===== src/rtl/tile_cfg_pkg.sv =====
// Shared constants and state encoding for the tile configuration loader.
// Optional checksum stage is enabled with TILE_CFG_CSUM_EN.
package tile_cfg_pkg;

  localparam int FRAME_W       = 77;
  localparam int PAYLOAD_BYTES = 10;
  localparam int BUF_W         = 8 * PAYLOAD_BYTES;

  localparam logic [7:0] SYNC_BYTE = 8'hA5;

  typedef logic [2:0] state_t;

  localparam state_t HUNT   = 3'd0;
  localparam state_t ADDR   = 3'd1;
  localparam state_t DATA   = 3'd2;
  localparam state_t CSUM   = 3'd3;
  localparam state_t COMMIT = 3'd4;

  // Field LSB offsets inside a frame, packed CLB first.
  localparam int CLB_LSB = 0;
  localparam int CLB_W   = 48;
  localparam int BL_LSB  = 48;
  localparam int BL_W    = 16;
  localparam int TR_LSB  = 64;
  localparam int TR_W    = 8;
  localparam int S_LSB   = 72;
  localparam int S_W     = 5;

endpackage


===== src/rtl/cfg_frame_assembler.sv =====
// Byte-lane insert register, payload counter and XOR accumulator.
// XOR accumulator exists only when TILE_CFG_CSUM_EN is defined.
module cfg_frame_assembler
  import tile_cfg_pkg::*;
(
  input  logic               clk,
  input  logic               rst_n,
  input  logic               clr,
  input  logic               load,
`ifdef TILE_CFG_CSUM_EN
  input  logic               acc_en,
  output logic [7:0]         csum,
`endif
  input  logic [7:0]         data_in,
  output logic               last,
  output logic [FRAME_W-1:0] frame_nxt
);

  logic [BUF_W-1:0] buf_q, buf_d;
  logic [3:0]       cnt_q, cnt_d;

  assign last = (cnt_q == 4'(PAYLOAD_BYTES - 1));

  always_comb begin
    buf_d = buf_q;
    cnt_d = cnt_q;
    if (clr) begin
      cnt_d = '0;
    end else if (load) begin
      for (int k = 0; k < PAYLOAD_BYTES; k++) begin
        if (cnt_q == k[3:0]) buf_d[8*k +: 8] = data_in;
      end
      cnt_d = last ? '0 : cnt_q + 4'd1;
    end
  end

  // Lookahead so a commit can register the frame with its final byte.
  assign frame_nxt = buf_d[FRAME_W-1:0];

  always_ff @(posedge clk) begin
    if (!rst_n) begin
      buf_q <= '0;
      cnt_q <= '0;
    end else begin
      buf_q <= buf_d;
      cnt_q <= cnt_d;
    end
  end

`ifdef TILE_CFG_CSUM_EN
  logic [7:0] acc_q, acc_d;

  always_comb begin
    acc_d = acc_q;
    if (clr)         acc_d = '0;
    else if (acc_en) acc_d = acc_q ^ data_in;
  end

  assign csum = acc_q;

  always_ff @(posedge clk) begin
    if (!rst_n) acc_q <= '0;
    else        acc_q <= acc_d;
  end
`endif

endmodule


===== src/rtl/tile_cfg_loader.sv =====
// Byte-serial config loader: sync, index, payload and commit to one tile.
// Checksum byte and check are present only with TILE_CFG_CSUM_EN.
module tile_cfg_loader
  import tile_cfg_pkg::*;
#(
  parameter int N_TILES = 4
) (
  input  logic               clk,
  input  logic               rst_n,
  input  logic               cfg_valid,
  input  logic [7:0]         cfg_data,
  output logic               cfg_ready,
  output logic [N_TILES-1:0] wr_en,
  output logic [FRAME_W-1:0] bits,
  output logic               frame_ok,
  output logic               frame_err,
  output logic [N_TILES-1:0] loaded
);

  state_t               state_q, state_d;
  logic [7:0]           idx_q, idx_d;
  logic                 ready_q, ready_d;
  logic [N_TILES-1:0]   wr_en_q, wr_en_d;
  logic [FRAME_W-1:0]   bits_q, bits_d;
  logic                 ok_q, ok_d;
  logic                 err_q, err_d;
  logic [N_TILES-1:0]   loaded_q, loaded_d;

  logic                 xfer;
  logic                 idx_ok;
  logic                 commit;
  logic                 clr;
  logic                 load;
  logic                 last;
  logic [FRAME_W-1:0]   frame_nxt;
`ifdef TILE_CFG_CSUM_EN
  logic                 acc_en;
  logic [7:0]           csum;
`endif

  cfg_frame_assembler u_asm (
    .clk       (clk),
    .rst_n     (rst_n),
    .clr       (clr),
    .load      (load),
`ifdef TILE_CFG_CSUM_EN
    .acc_en    (acc_en),
    .csum      (csum),
`endif
    .data_in   (cfg_data),
    .last      (last),
    .frame_nxt (frame_nxt)
  );

  assign xfer   = cfg_valid && ready_q;
  assign idx_ok = (idx_q < 8'(N_TILES));

  always_comb begin
    state_d  = state_q;
    idx_d    = idx_q;
    wr_en_d  = '0;
    bits_d   = '0;
    ok_d     = 1'b0;
    err_d    = 1'b0;
    loaded_d = loaded_q;
    clr      = 1'b0;
    load     = 1'b0;
    commit   = 1'b0;
`ifdef TILE_CFG_CSUM_EN
    acc_en   = 1'b0;
`endif
    unique case (state_q)
      HUNT: begin
        clr = 1'b1;
        if (xfer && cfg_data == SYNC_BYTE) state_d = ADDR;
      end
      ADDR: begin
        if (xfer) begin
          idx_d   = cfg_data;
          state_d = DATA;
`ifdef TILE_CFG_CSUM_EN
          acc_en  = 1'b1;
`endif
        end
      end
      DATA: begin
        if (xfer) begin
          load = 1'b1;
`ifdef TILE_CFG_CSUM_EN
          acc_en = 1'b1;
          if (last) state_d = CSUM;
`else
          if (last) begin
            if (idx_ok) begin
              commit = 1'b1;
            end else begin
              err_d   = 1'b1;
              state_d = HUNT;
            end
          end
`endif
        end
      end
`ifdef TILE_CFG_CSUM_EN
      CSUM: begin
        if (xfer) begin
          if (idx_ok && cfg_data == csum) begin
            commit = 1'b1;
          end else begin
            err_d   = 1'b1;
            state_d = HUNT;
          end
        end
      end
`endif
      COMMIT: state_d = HUNT;
      default: state_d = HUNT;
    endcase

    // Outputs are registered on entry so they are valid in the COMMIT cycle.
    if (commit) begin
      state_d = COMMIT;
      ok_d    = 1'b1;
      bits_d  = frame_nxt;
      for (int i = 0; i < N_TILES; i++) begin
        wr_en_d[i] = (idx_q == 8'(i));
      end
      loaded_d = loaded_q | wr_en_d;
    end

    ready_d = (state_d != COMMIT);
  end

  always_ff @(posedge clk) begin
    if (!rst_n) begin
      state_q  <= HUNT;
      idx_q    <= '0;
      ready_q  <= 1'b0;
      wr_en_q  <= '0;
      bits_q   <= '0;
      ok_q     <= 1'b0;
      err_q    <= 1'b0;
      loaded_q <= '0;
    end else begin
      state_q  <= state_d;
      idx_q    <= idx_d;
      ready_q  <= ready_d;
      wr_en_q  <= wr_en_d;
      bits_q   <= bits_d;
      ok_q     <= ok_d;
      err_q    <= err_d;
      loaded_q <= loaded_d;
    end
  end

  assign cfg_ready = ready_q;
  assign wr_en     = wr_en_q;
  assign bits      = bits_q;
  assign frame_ok  = ok_q;
  assign frame_err = err_q;
  assign loaded    = loaded_q;

endmodule


===== config.mk =====
export PLATFORM = sky130hd
export DESIGN_NAME = tile_cfg_loader
export DESIGN_NICKNAME = d
export VERILOG_FILES = /design/src/rtl/tile_cfg_pkg.sv /design/src/rtl/cfg_frame_assembler.sv /design/src/rtl/tile_cfg_loader.sv
export SDC_FILE = /design/constraint.sdc
export NUM_CORES = 1
export LEC_CHECK = 0
export CORE_UTILIZATION = 40
export DETAILED_ROUTE_END_ITERATION = 8
export SLEW_MARGIN = 15
export SYNTH_ARGS = -nofsm -noshare
export SYNTH_HDL_FRONTEND = slang
export SYNTH_HIERARCHICAL = 1
export SYNTH_SLANG_ARGS = --single-unit

===== constraint.sdc =====
create_clock -name clk -period 2.65 [get_ports clk]
set_input_delay 0.265 -clock clk [delete_from_list [all_inputs] [get_ports clk]]
set_output_delay 0.265 -clock clk [all_outputs]
set_load 0.03 [all_outputs]

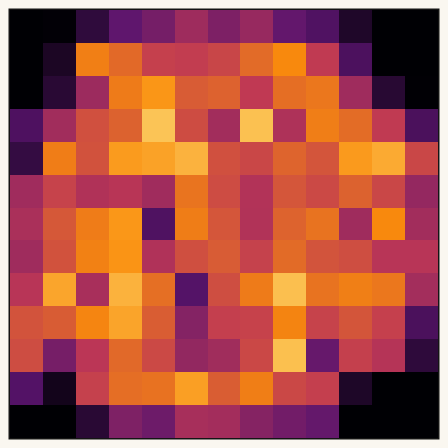
Fig. 1. Placement density heat map.
The die is cut into 13 by 13 equal tiles; black is low, pale yellow is high, 0 to 100% covered.
nearly empty tiles: 9.5%
mean over tiles: 47%
fullest tile: 87%
tiles over 75% full: 9.5%
final core occ: 0.522
CORE AREA: 0.0168 sq mm
Init Core Util: 0.415

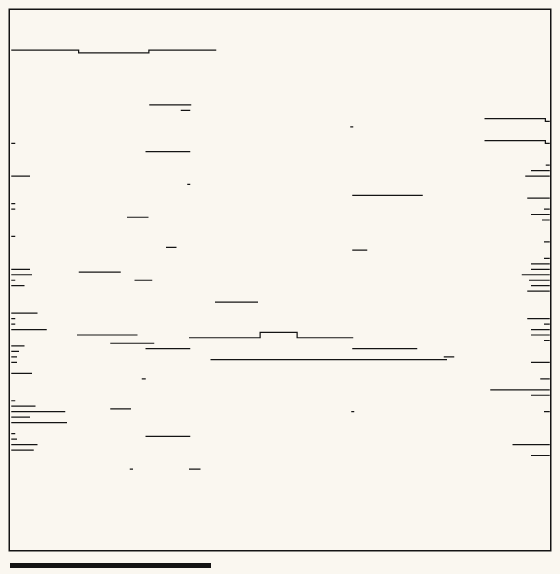
Fig. 2. Met3 routing.
Bar = 50 microns.
longest straight run: 58.4 microns
nets with wire on the layer: 68
main direction: horizontal
share of all routed wire: 3.4%
routing usage on met3: 0.0314
Vias: 4671
final WL: 16.3 mm

==> impl_metrics.yaml <==
# physical design summary
final_timing:
  setup_viol_count_final: 0
  fin_crit_ns: 2.33
  layout_setup_ws_ns: 0.324
  period_used_share: 0.878
  drv_slew: 0
  fmax_mhz: 430
  slew_headroom: 0.493
  final.setup.tns_ns: 0
  clock_skew_ns: 0.0123
  rsz0062_at_grt: "no"
  fin_hold_ws_ns: 0.372
  tightest_slew_ns: 0.758
  hold_violations: 0
logic_synthesis:
  ys_top_cells_by_area: "dfxtp_1 52%, mux2i_1 11%, mux2_1 7.6%, and2_1 6.9%, nand2_1 5.2%"
  xor_share: 0.00251
  ys_sh_mux: 0.235
  adder_share: 0
  syn_avg_cell_area_sq_um: 11.0
  yosys_cells: 635
  top_area_cell: "dfxtp_1"
  aoi_share: 0.0283
  top_logic_kind: "multiplexers"
  syn_inst: 635
  ys_types: 43
  flop_cell: "dfxtp_1"
  synth_area_sq_mm: 0.00698
  ys_area_sq_mm: 0.00698
  synth-edff-count: 0
  top_area_frac: 0.516
  ys_ff: 180
  common_cells: "180 x dfxtp_1, 97 x nand2_1, 77 x and2_1, 77 x mux2i_1, 47 x mux2_1"
  ys_seq_frac: 0.516
  ys_async_sr_fraction: 0
  syn_nets: 646
  ys.warnings.count: 6
  synthSimpleGateAreaFrac: 0.179
  yosysMostFrequentCell: "dfxtp_1"
critical_path:
  cp.depth: 8
  critPathCapture: "bits[44]"
  critPathRequiredTime_ns: 2.97
  r2r_end: "bits[44]"
  critPathLaunchType: "register"
  regToRegSetupSlack_ns: 0.32
  r2r_start: "state_q[2]"
  crit_start: "state_q[2]"
  cpMaxStageDelayCell: "dfxtp_1"
  cp_slowest_stage_delay_ns: 0.43
  critPathArrivalTime_ns: 2.64
  end_kind: "register"
  crit_chain: "nor2_2 > nand2_1 > nor2_1 > nor2b_1 > buf_4 > nand3_4 > mux2_1 > and2_1"
  critPathMaxFanout: 16
  path_class: "register to register"
  reg2reg_depth: 8
  crit_family: "simple AND/OR/NAND/NOR gates"
  critPathBufInv: 1
clock_tree:
  cts_resized: 0
  h-tree-depth: 4
  insertion_delay_ns: 0.43
  cts.sink_count: 180
  cts_made_buffers: 17
  cts_setup_buffers: 0
  cts_root_buf: "clkbuf_16"
  clockBufferDepth: 2
  cts_hold_buf: 0
  cts_tree: "yes"
  cts.clk_slew.worst_paths_ns: 0.07
min_path:
  min_path_cells: 2
  hp-class: "input pin to register"
  hold_path.startpoint: "rst_n"
  hold_path_end: "cfg_ready"
pwr:
  power.density_mw_per_mm2: 624
  p_leak_nw: 4.01
  p_comb_frac: 0.026
  p_clk_w: 0.00262
  power_frac_clock: 0.479
  ir_drop_mv: 0.476
  swShare: 0.203
  intPower_w: 0.00436
  power_leader: "registers"
  power_switching_w: 0.00111
  p_comb_w: 0.000143
  p_seq_w: 0.00271
  seqPwrFrac: 0.495
finish:
  final_cell_mix: "180 x dfxtp_1, 97 x nand2_1, 97 x clkdlybuf4s50_1"
  drive_gt1_frac: 0.137
  logic_area_sq_mm: 0.00310
  non_clock_buffer_area_share: 0.133
  seq_share: 0.411
  seq_cell_count: 180
  inv_count: 3
  n_fill_cell: 1532
  diodes: 0
  areaGrowthSynthToFinish_pct: 25.7
  lay_top_count: "dfxtp_1"
  nets: 745
  clkCellAreaFrac: 0.0697
  seqCellArea_sq_mm: 0.00360
  largestClassByArea: "registers"
  comb_share: 0.354
  nMultiInputCombCells: 410
  signal_buffers: 122
  clkbuf_count: 20
job:
  cap_violations: 0
  tool_warnings: 26
floorplanning:
  tap_cells: 220
  chipArea_sq_mm: 0.0180
  die_w_microns: 134
  row_count: 47
  fp.dieH_microns: 134
  io_pins: 99
routing:
  wl_per_cell_microns: 16.9
  ant_nets: 0
  drc: 0
  drt_iter0_drc: 210
  viasPerCell: 4.85
  drt_pre_antenna_iters: 4
global_routing:
  overflow: 0
  antenna_found_initial: 0
  grt_start_max_net_pins: 61
  grt_pass1_vias: 4723
  grt_use_total: 0.192
  grt_pass1_wl_mm: 26.1
placement:
  place_congestion: 0.772
  pre_cts_ws_ns: 0.120
  portBuffers: 98
  dp_hpwl_mm: 10.6
outcome:
  status: "completed"
==> sequential cells by signal (all words and copies together), names as in the netlist <==
register	count
wr_en	4
u_asm/cnt_q	4
frame_err	1
cfg_ready	1
state_q	3
u_asm/buf_q	77
loaded	4
idx_q	8
bits	77
frame_ok	1
==> stage by stage <==
stage	power (W)	instance area [sq um]	instances
after floorplan	0.00282	6980	635
after CTS	0.00552	8770	964
final	0.00547	8770	964
after global routing	0.00566	8770	964
after global placement	0.00291	8160	935
after detailed placement	0.00291	8160	935
==> metal layers <==
layer	wire [microns]	track usage	vias to the layer above
met3	546	0.0314	19
met2	7580	0.305	92
met4	255	0.0774	0
met1	7910	0.261	2243
met5	0	0	-
li1	-	-	2317
Power and IR drop assume default switching activity.
